### src/rtl/axi_master_rw.sv
// AXI4 read/write master with independent read and write engines.
// Front-end request/stream ports are bridged onto the AXI4 AR/R and AW/W/B
// channels. Data paths are forwarded combinationally, with no buffering.
// Optional feature macro: AXI_MASTER_RESP_CHECK_EN. When defined, non-OKAY
// RRESP/BRESP set rd_err/wr_err. When undefined, response codes are ignored
// and wr_err is tied low.

module axi_master_rw #(
    parameter int                  DATA_WIDTH = 64,
    parameter int                  ADDR_WIDTH = 64,
    parameter int                  ID_WIDTH   = 4,
    parameter logic [ID_WIDTH-1:0] RD_ID      = '1,
    parameter logic [ID_WIDTH-1:0] WR_ID      = '1
) (
    input  logic                    clock,
    input  logic                    reset,

    // Read request and read data stream
    input  logic                    rd_req_valid,
    output logic                    rd_req_ready,
    input  logic [ADDR_WIDTH-1:0]   rd_req_addr,
    input  logic [7:0]              rd_req_len,
    input  logic [2:0]              rd_req_size,
    output logic                    rd_data_valid,
    input  logic                    rd_data_ready,
    output logic [DATA_WIDTH-1:0]   rd_data,
    output logic                    rd_data_last,
    output logic                    rd_done,
    output logic                    rd_err,

    // Write request and write data stream
    input  logic                    wr_req_valid,
    output logic                    wr_req_ready,
    input  logic [ADDR_WIDTH-1:0]   wr_req_addr,
    input  logic [7:0]              wr_req_len,
    input  logic [2:0]              wr_req_size,
    input  logic                    wr_data_valid,
    output logic                    wr_data_ready,
    input  logic [DATA_WIDTH-1:0]   wr_data,
    input  logic [DATA_WIDTH/8-1:0] wr_data_strb,
    output logic                    wr_done,
    output logic                    wr_err,

    // AXI4 write address channel
    output logic [ID_WIDTH-1:0]     axi_aw_id_o,
    output logic [ADDR_WIDTH-1:0]   axi_aw_addr_o,
    output logic [7:0]              axi_aw_len_o,
    output logic [2:0]              axi_aw_size_o,
    output logic [1:0]              axi_aw_burst_o,
    output logic                    axi_aw_lock_o,
    output logic [3:0]              axi_aw_cache_o,
    output logic [2:0]              axi_aw_prot_o,
    output logic [3:0]              axi_aw_qos_o,
    output logic [3:0]              axi_aw_region_o,
    output logic                    axi_aw_valid_o,
    input  logic                    axi_aw_ready_i,

    // AXI4 write data channel
    output logic [DATA_WIDTH-1:0]   axi_w_data_o,
    output logic [DATA_WIDTH/8-1:0] axi_w_strb_o,
    output logic                    axi_w_last_o,
    output logic                    axi_w_valid_o,
    input  logic                    axi_w_ready_i,

    // AXI4 write response channel
    input  logic [ID_WIDTH-1:0]     axi_b_id_i,
    input  logic [1:0]              axi_b_resp_i,
    input  logic                    axi_b_valid_i,
    output logic                    axi_b_ready_o,

    // AXI4 read address channel
    output logic [ID_WIDTH-1:0]     axi_ar_id_o,
    output logic [ADDR_WIDTH-1:0]   axi_ar_addr_o,
    output logic [7:0]              axi_ar_len_o,
    output logic [2:0]              axi_ar_size_o,
    output logic [1:0]              axi_ar_burst_o,
    output logic                    axi_ar_lock_o,
    output logic [3:0]              axi_ar_cache_o,
    output logic [2:0]              axi_ar_prot_o,
    output logic [3:0]              axi_ar_qos_o,
    output logic [3:0]              axi_ar_region_o,
    output logic                    axi_ar_valid_o,
    input  logic                    axi_ar_ready_i,

    // AXI4 read data channel
    input  logic [ID_WIDTH-1:0]     axi_r_id_i,
    input  logic [DATA_WIDTH-1:0]   axi_r_data_i,
    input  logic [1:0]              axi_r_resp_i,
    input  logic                    axi_r_last_i,
    input  logic                    axi_r_valid_i,
    output logic                    axi_r_ready_o
);

    localparam logic [2:0] MAX_SIZE   = 3'($clog2(DATA_WIDTH / 8));
    localparam logic [1:0] BURST_INCR = 2'b01;

    typedef enum logic [1:0] {R_IDLE, R_ADDR, R_DATA, R_RESP} rd_state_e;
    typedef enum logic [1:0] {W_IDLE, W_ADDR, W_DATA, W_RESP} wr_state_e;

    // Beats wider than the bus are not representable; clamp to full bus width.
    function automatic logic [2:0] clamp_size(input logic [2:0] size);
        return (size > MAX_SIZE) ? MAX_SIZE : size;
    endfunction

    // ------------------------------------------------------------------
    // Request-ready enable: low in reset, high from the first clock after.
    // ------------------------------------------------------------------
    logic init_q, init_d;

    // Enable becomes 1 once any clock edge is seen out of reset.
    always_comb begin
        init_d = 1'b1;
    end

    // Enable register.
    always_ff @(posedge clock or negedge reset) begin
        if (!reset) begin
            init_q <= 1'b0;
        end else begin
            // NOTE: state elements use non-blocking assignments so every flop
            // samples the pre-edge values regardless of statement order.
            init_q <= init_d;
        end
    end

    // ------------------------------------------------------------------
    // Read engine
    // ------------------------------------------------------------------
    rd_state_e             rd_state_q, rd_state_d;
    logic [ADDR_WIDTH-1:0] rd_addr_q,  rd_addr_d;
    logic [7:0]            rd_len_q,   rd_len_d;
    logic [2:0]            rd_size_q,  rd_size_d;
    logic [8:0]            rd_beat_q,  rd_beat_d;   // beats received so far
    logic                  rd_err_q,   rd_err_d;
    logic                  rd_fire;

    assign rd_fire = (rd_state_q == R_DATA) && axi_r_valid_i && rd_data_ready;

    // Read next-state, request capture, beat checking and handshake outputs.
    always_comb begin
        // NOTE: every signal written here gets a default first, so no path
        // through the case statement can leave one unassigned (no latches).
        rd_state_d    = rd_state_q;
        rd_addr_d     = rd_addr_q;
        rd_len_d      = rd_len_q;
        rd_size_d     = rd_size_q;
        rd_beat_d     = rd_beat_q;
        rd_err_d      = rd_err_q;
        rd_req_ready  = 1'b0;
        axi_ar_valid_o = 1'b0;
        axi_r_ready_o = 1'b0;
        rd_data_valid = 1'b0;
        rd_data_last  = 1'b0;
        rd_done       = 1'b0;

        case (rd_state_q)
            R_IDLE: begin
                rd_req_ready = init_q;
                if (rd_req_valid && init_q) begin
                    rd_addr_d  = rd_req_addr;
                    rd_len_d   = rd_req_len;
                    rd_size_d  = clamp_size(rd_req_size);
                    rd_beat_d  = 9'd0;
                    rd_err_d   = 1'b0;
                    rd_state_d = R_ADDR;
                end
            end
            R_ADDR: begin
                axi_ar_valid_o = 1'b1;
                if (axi_ar_ready_i) begin
                    rd_state_d = R_DATA;
                end
            end
            R_DATA: begin
                axi_r_ready_o = rd_data_ready;
                rd_data_valid = axi_r_valid_i;
                rd_data_last  = axi_r_last_i;
                if (rd_fire) begin
                    rd_beat_d = rd_beat_q + 9'd1;
                    // Early RLAST, or the expected final beat without RLAST.
                    if (axi_r_last_i && (rd_beat_q != {1'b0, rd_len_q})) begin
                        rd_err_d = 1'b1;
                    end
                    if (!axi_r_last_i && (rd_beat_q == {1'b0, rd_len_q})) begin
                        rd_err_d = 1'b1;
                    end
`ifdef AXI_MASTER_RESP_CHECK_EN
                    if (axi_r_resp_i != 2'b00) begin
                        rd_err_d = 1'b1;
                    end
`endif
                    // The burst always terminates on RLAST, even when malformed.
                    if (axi_r_last_i) begin
                        rd_state_d = R_RESP;
                    end
                end
            end
            R_RESP: begin
                rd_done    = 1'b1;
                rd_state_d = R_IDLE;
            end
            default: begin
                rd_state_d = R_IDLE;
            end
        endcase
    end

    // Read engine registers.
    always_ff @(posedge clock or negedge reset) begin
        if (!reset) begin
            rd_state_q <= R_IDLE;
            rd_addr_q  <= '0;
            rd_len_q   <= '0;
            rd_size_q  <= '0;
            rd_beat_q  <= '0;
            rd_err_q   <= 1'b0;
        end else begin
            rd_state_q <= rd_state_d;
            rd_addr_q  <= rd_addr_d;
            rd_len_q   <= rd_len_d;
            rd_size_q  <= rd_size_d;
            rd_beat_q  <= rd_beat_d;
            rd_err_q   <= rd_err_d;
        end
    end

    assign rd_data = axi_r_data_i;
    assign rd_err  = rd_err_q;

    assign axi_ar_id_o     = RD_ID;
    assign axi_ar_addr_o   = rd_addr_q;
    assign axi_ar_len_o    = rd_len_q;
    assign axi_ar_size_o   = rd_size_q;
    assign axi_ar_burst_o  = BURST_INCR;
    assign axi_ar_lock_o   = 1'b0;
    assign axi_ar_cache_o  = 4'b0010;
    assign axi_ar_prot_o   = 3'b000;
    assign axi_ar_qos_o    = 4'b0000;
    assign axi_ar_region_o = 4'b0000;

    // ------------------------------------------------------------------
    // Write engine
    // ------------------------------------------------------------------
    wr_state_e             wr_state_q, wr_state_d;
    logic [ADDR_WIDTH-1:0] wr_addr_q,  wr_addr_d;
    logic [7:0]            wr_len_q,   wr_len_d;
    logic [2:0]            wr_size_q,  wr_size_d;
    logic [7:0]            wr_cnt_q,   wr_cnt_d;    // beats remaining minus one
    logic                  wr_wdone_q, wr_wdone_d;  // final W beat accepted
    logic                  wr_w_open;
    logic                  wr_w_fire;
    logic                  wr_w_final;

    // W beats flow in both W_ADDR and W_DATA so AW and W may finish in any order.
    assign wr_w_open  = ((wr_state_q == W_ADDR) || (wr_state_q == W_DATA)) && !wr_wdone_q;
    assign wr_w_final = (wr_cnt_q == 8'd0);
    assign wr_w_fire  = wr_w_open && wr_data_valid && axi_w_ready_i;

    assign axi_w_valid_o = wr_w_open && wr_data_valid;
    assign wr_data_ready = wr_w_open && axi_w_ready_i;
    assign axi_w_last_o  = wr_w_open && wr_w_final;
    assign axi_w_data_o  = wr_data;
    assign axi_w_strb_o  = wr_data_strb;

`ifdef AXI_MASTER_RESP_CHECK_EN
    logic wr_err_q, wr_err_d;
`endif

    // Write next-state, beat down-counter and handshake outputs.
    always_comb begin
        wr_state_d     = wr_state_q;
        wr_addr_d      = wr_addr_q;
        wr_len_d       = wr_len_q;
        wr_size_d      = wr_size_q;
        wr_cnt_d       = wr_cnt_q;
        wr_wdone_d     = wr_wdone_q;
`ifdef AXI_MASTER_RESP_CHECK_EN
        wr_err_d       = wr_err_q;
`endif
        wr_req_ready   = 1'b0;
        axi_aw_valid_o = 1'b0;
        axi_b_ready_o  = 1'b0;
        wr_done        = 1'b0;

        if (wr_w_fire) begin
            if (wr_w_final) begin
                wr_wdone_d = 1'b1;
            end else begin
                wr_cnt_d = wr_cnt_q - 8'd1;
            end
        end

        case (wr_state_q)
            W_IDLE: begin
                wr_req_ready = init_q;
                if (wr_req_valid && init_q) begin
                    wr_addr_d  = wr_req_addr;
                    wr_len_d   = wr_req_len;
                    wr_size_d  = clamp_size(wr_req_size);
                    wr_cnt_d   = wr_req_len;
                    wr_wdone_d = 1'b0;
`ifdef AXI_MASTER_RESP_CHECK_EN
                    wr_err_d   = 1'b0;
`endif
                    wr_state_d = W_ADDR;
                end
            end
            W_ADDR: begin
                axi_aw_valid_o = 1'b1;
                if (axi_aw_ready_i) begin
                    if (wr_wdone_q || (wr_w_fire && wr_w_final)) begin
                        wr_state_d = W_RESP;
                    end else begin
                        wr_state_d = W_DATA;
                    end
                end
            end
            W_DATA: begin
                if (wr_w_fire && wr_w_final) begin
                    wr_state_d = W_RESP;
                end
            end
            W_RESP: begin
                axi_b_ready_o = 1'b1;
                if (axi_b_valid_i) begin
                    wr_done = 1'b1;
`ifdef AXI_MASTER_RESP_CHECK_EN
                    if (axi_b_resp_i != 2'b00) begin
                        wr_err_d = 1'b1;
                    end
`endif
                    wr_state_d = W_IDLE;
                end
            end
            default: begin
                wr_state_d = W_IDLE;
            end
        endcase
    end

    // Write engine registers.
    always_ff @(posedge clock or negedge reset) begin
        if (!reset) begin
            wr_state_q <= W_IDLE;
            wr_addr_q  <= '0;
            wr_len_q   <= '0;
            wr_size_q  <= '0;
            wr_cnt_q   <= '0;
            wr_wdone_q <= 1'b0;
        end else begin
            wr_state_q <= wr_state_d;
            wr_addr_q  <= wr_addr_d;
            wr_len_q   <= wr_len_d;
            wr_size_q  <= wr_size_d;
            wr_cnt_q   <= wr_cnt_d;
            wr_wdone_q <= wr_wdone_d;
        end
    end

`ifdef AXI_MASTER_RESP_CHECK_EN
    // Sticky write error flag, cleared by the next accepted write request.
    always_ff @(posedge clock or negedge reset) begin
        if (!reset) begin
            wr_err_q <= 1'b0;
        end else begin
            wr_err_q <= wr_err_d;
        end
    end

    assign wr_err = wr_err_q;
`else
    assign wr_err = 1'b0;
`endif

    assign axi_aw_id_o     = WR_ID;
    assign axi_aw_addr_o   = wr_addr_q;
    assign axi_aw_len_o    = wr_len_q;
    assign axi_aw_size_o   = wr_size_q;
    assign axi_aw_burst_o  = BURST_INCR;
    assign axi_aw_lock_o   = 1'b0;
    assign axi_aw_cache_o  = 4'b1111;
    assign axi_aw_prot_o   = 3'b000;
    assign axi_aw_qos_o    = 4'b0000;
    assign axi_aw_region_o = 4'b0000;

    // Response IDs are not used (single outstanding burst per direction);
    // response codes are only consumed when response checking is built in.
    logic unused_inputs;
    assign unused_inputs = ^{axi_b_id_i, axi_r_id_i, axi_r_resp_i, axi_b_resp_i};

endmodule

### config.mk
export PLATFORM = sky130hd
export DESIGN_NAME = axi_master_rw
export DESIGN_NICKNAME = d
export VERILOG_FILES = /design/src/rtl/axi_master_rw.sv
export SDC_FILE = /design/constraint.sdc
export NUM_CORES = 1
export LEC_CHECK = 0
export CAP_MARGIN = 20
export CORE_AREA = 5 5 251 253
export DETAILED_ROUTE_END_ITERATION = 10
export DIE_AREA = 0 0 256 258
export REMOVE_ABC_BUFFERS = 1
export SYNTH_ARGS = -nofsm -noshare
export SYNTH_HDL_FRONTEND = slang
export SYNTH_SLANG_ARGS = --single-unit
### constraint.sdc
create_clock -name clock -period 1.7 [get_ports clock]
set_input_delay 0.34 -clock clock [delete_from_list [all_inputs] [get_ports clock]]
set_output_delay 0.34 -clock clock [all_outputs]
set_load 0.1 [all_outputs]
==> run_results.csv <==
group,metric,value,unit
worst_hold_path,hold_depth,3,
final_layout,flops,174,
global_routing,grt_max_degree,60,
logic_synthesis,async_reset_ff_share,100.0,%
timing,fmaxAchievable,476.4,MHz
timing,slew_viol_final,0,
outcome,failed_checks,"setup timing",
final_layout,n_all_buffers,447,
clock_tree,htreeDepth,4,
logic_synthesis,syn_inst,831,
clock_tree,cts_root_buf,"clkbuf_16",
final_layout,drive_gt1_share,39.72,%
clock_tree,clk_pin_slew,0.08,ns
setup_path,startpoint_type,"flip-flop",
power,powerDensity,2688,nW/um2
power,ir_worst_vdd,1618,uV
final_layout,clock_area_share,3.676,%
placement,dp_slack,-0.2995,ns
setup_path,r2r-start,"rd_state_q[1]",
logic_synthesis,yosys_cells,831,
logic_synthesis,avgSynthCellArea,10.34,um2
final_layout,comb_share,21.85,%
power,internal_power,19.38,mW
logic_synthesis,netlist_area,8592,um2
final_layout,inv_count,14,
logic_synthesis,top_cell_area_share,50.68,%
logic_synthesis,synth.most_common_cell,"nand2_1",
setup_path,worstPathRequired,1.36,ns
final_layout,fillers,6303,
logic_synthesis,synth-seq-cells,174,
job,warning_count,48,
global_routing,grt_first_pass_wirelength,74870,um
die,die-area,66050,um2
worst_hold_path,hold_class,"in -> reg",
setup_path,crit_start,"wr_cnt_q[0]",
logic_synthesis,aoi_share,3.145,%
detailed_routing,drc,0,
die,tap_cells,790,
placement,post-place-cells,1847,
power,power,41.99,mW
logic_synthesis,synthTopCellsByArea,"dfrtp_1, buf_4, nand2_1",
setup_path,crit_chain,"inv_2 > ha_4 > nor3b_4 > and4_4 > buf_12",
power,p_comb_share,70.4,%
setup_path,crit_fanout,2,
timing,layout_setup_ws,-0.3991,ns
setup_path,worst-path-buf-inv,2,
timing,setup_viol,102,
die,core-area,60800,um2
logic_synthesis,ys_sh_adder,1.893,%
logic_synthesis,postSynthSeqShare,50.68,%
setup_path,worstRegToRegCells,11,
outcome,outcome,"finished with violations",
power,pwr-share-clk,9.5,%
global_routing,grt_overflow,0,
logic_synthesis,xor_share,1.733,%
power,swShare,53.83,%
logic_synthesis,synth-edff-count,0,
power,power.switching,22.61,mW
timing,maxSlewHeadroom,65.03,%
logic_synthesis,simple_gate_area_share,14.42,%
setup_path,reg2reg_slack,-0.29,ns
setup_path,cpLargestDelayFamily,"simple AND/OR/NAND/NOR gates",
placement,place_area,13790,um2
timing,holdWs,0.3728,ns
logic_synthesis,flop_cell,"dfrtp_1",
detailed_routing,drtAntennaViolNets,0,
timing,tightestPinTransition,0.5245,ns
setup_path,slowest_delay,0.41,ns
setup_path,cp.depth,5,
global_routing,antenna_found_initial,3,
placement,globalplace.congestion,0.8427,
final_layout,n_clock_buffer,17,
final_layout,dominant_cells,"buffers",
setup_path,crit_path_end,"axi_w_last_o",
logic_synthesis,netlist_logic_family_top,"buffers and inverters",
clock_tree,cts_hold_buffers,1,
final_layout,finalNetCount,1453,
## metal layers
| layer | GRT usage, % | vias to the layer above | routed length, um |
|---|---|---|---|
| met5 | 8.480 | - | 760 |
| met4 | 4.153 | 12 | 810 |
| met3 | 23.13 | 42 | 16470 |
| met1 | 15.62 | 3466 | 18700 |
| li1 | - | 3048 | - |
| met2 | 21.41 | 683 | 22120 |
## registers in the layout, summed over array words and instances (netlist names)
signal,cells
axi_ar_addr_o,64
rd_err,1
axi_aw_addr_o,64
axi_aw_len_o,8
rd_beat_q,9
wr_state_q,2
rd_state_q,2
axi_ar_len_o,8
wr_cnt_q,8
init_q,1
wr_wdone_q,1
axi_ar_size_o,3
axi_aw_size_o,3
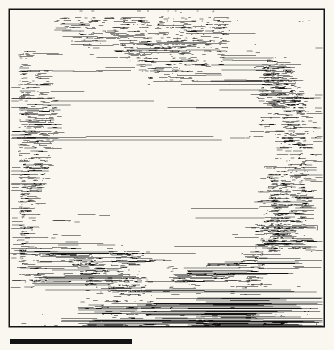
m1.png
Bar = 100 um.
The layer carries 18700 um of wire. 1209 nets have wire on it. The wires run mostly horizontal. The longest straight run is 174 um.
met1 usage: 15.62%
routed wire length: 58860 um
vias post-DR: 7251

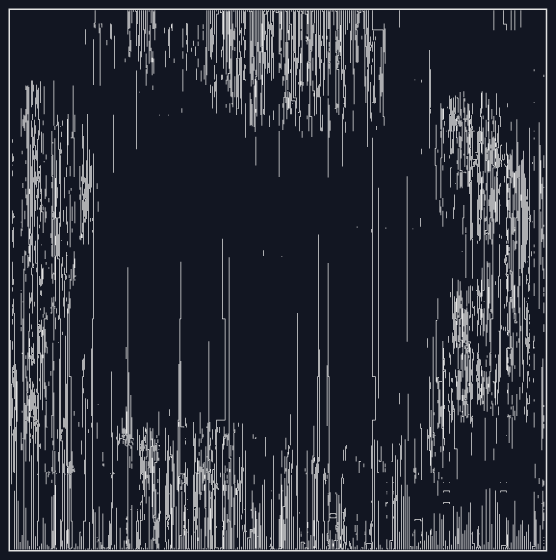
m2.png
The layer holds 38% of the routed length. 1294 nets have wire on it. The layer carries 22.1 mm of wire. The longest straight run is 134 um.
met2 Usage GRT: 21.41%

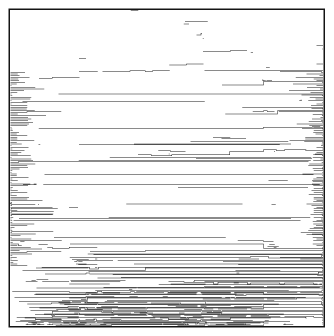
m3.png
The layer carries 16500 um of wire. 355 nets have wire on it. The wires run mostly horizontal. The layer holds 28% of the routed length. The longest straight run is 237 um.
GR met3 Demand/Resource: 23.13%

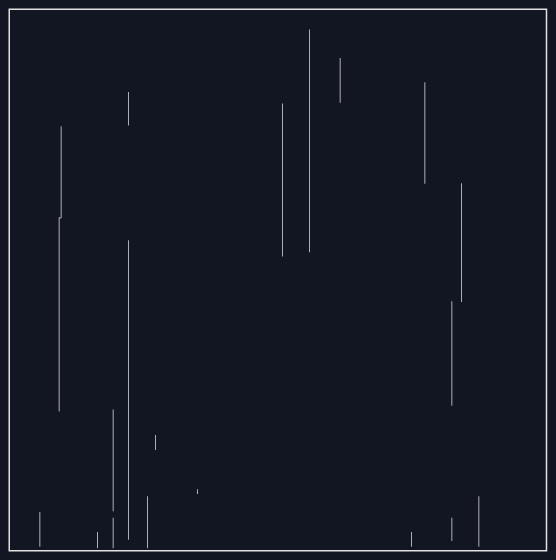
m4.png
The wires run mostly vertical. The longest straight run is 143 um. 8 nets have wire on it. The layer holds 1.4% of the routed length.

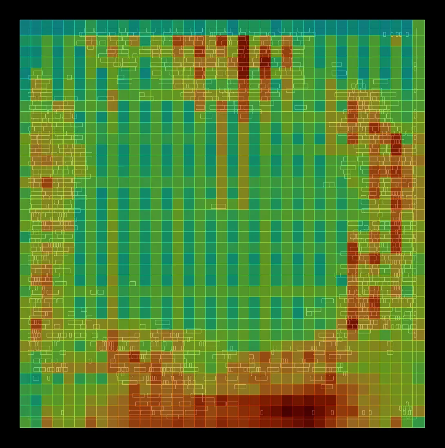
congestion_map.png
gr busiest metal: met3
Util after Layout: 25.69%
routed len/inst: 30.45 um
gr usage total: 17.04%

No activity file was given, so power comes from the tool's default toggle rates.
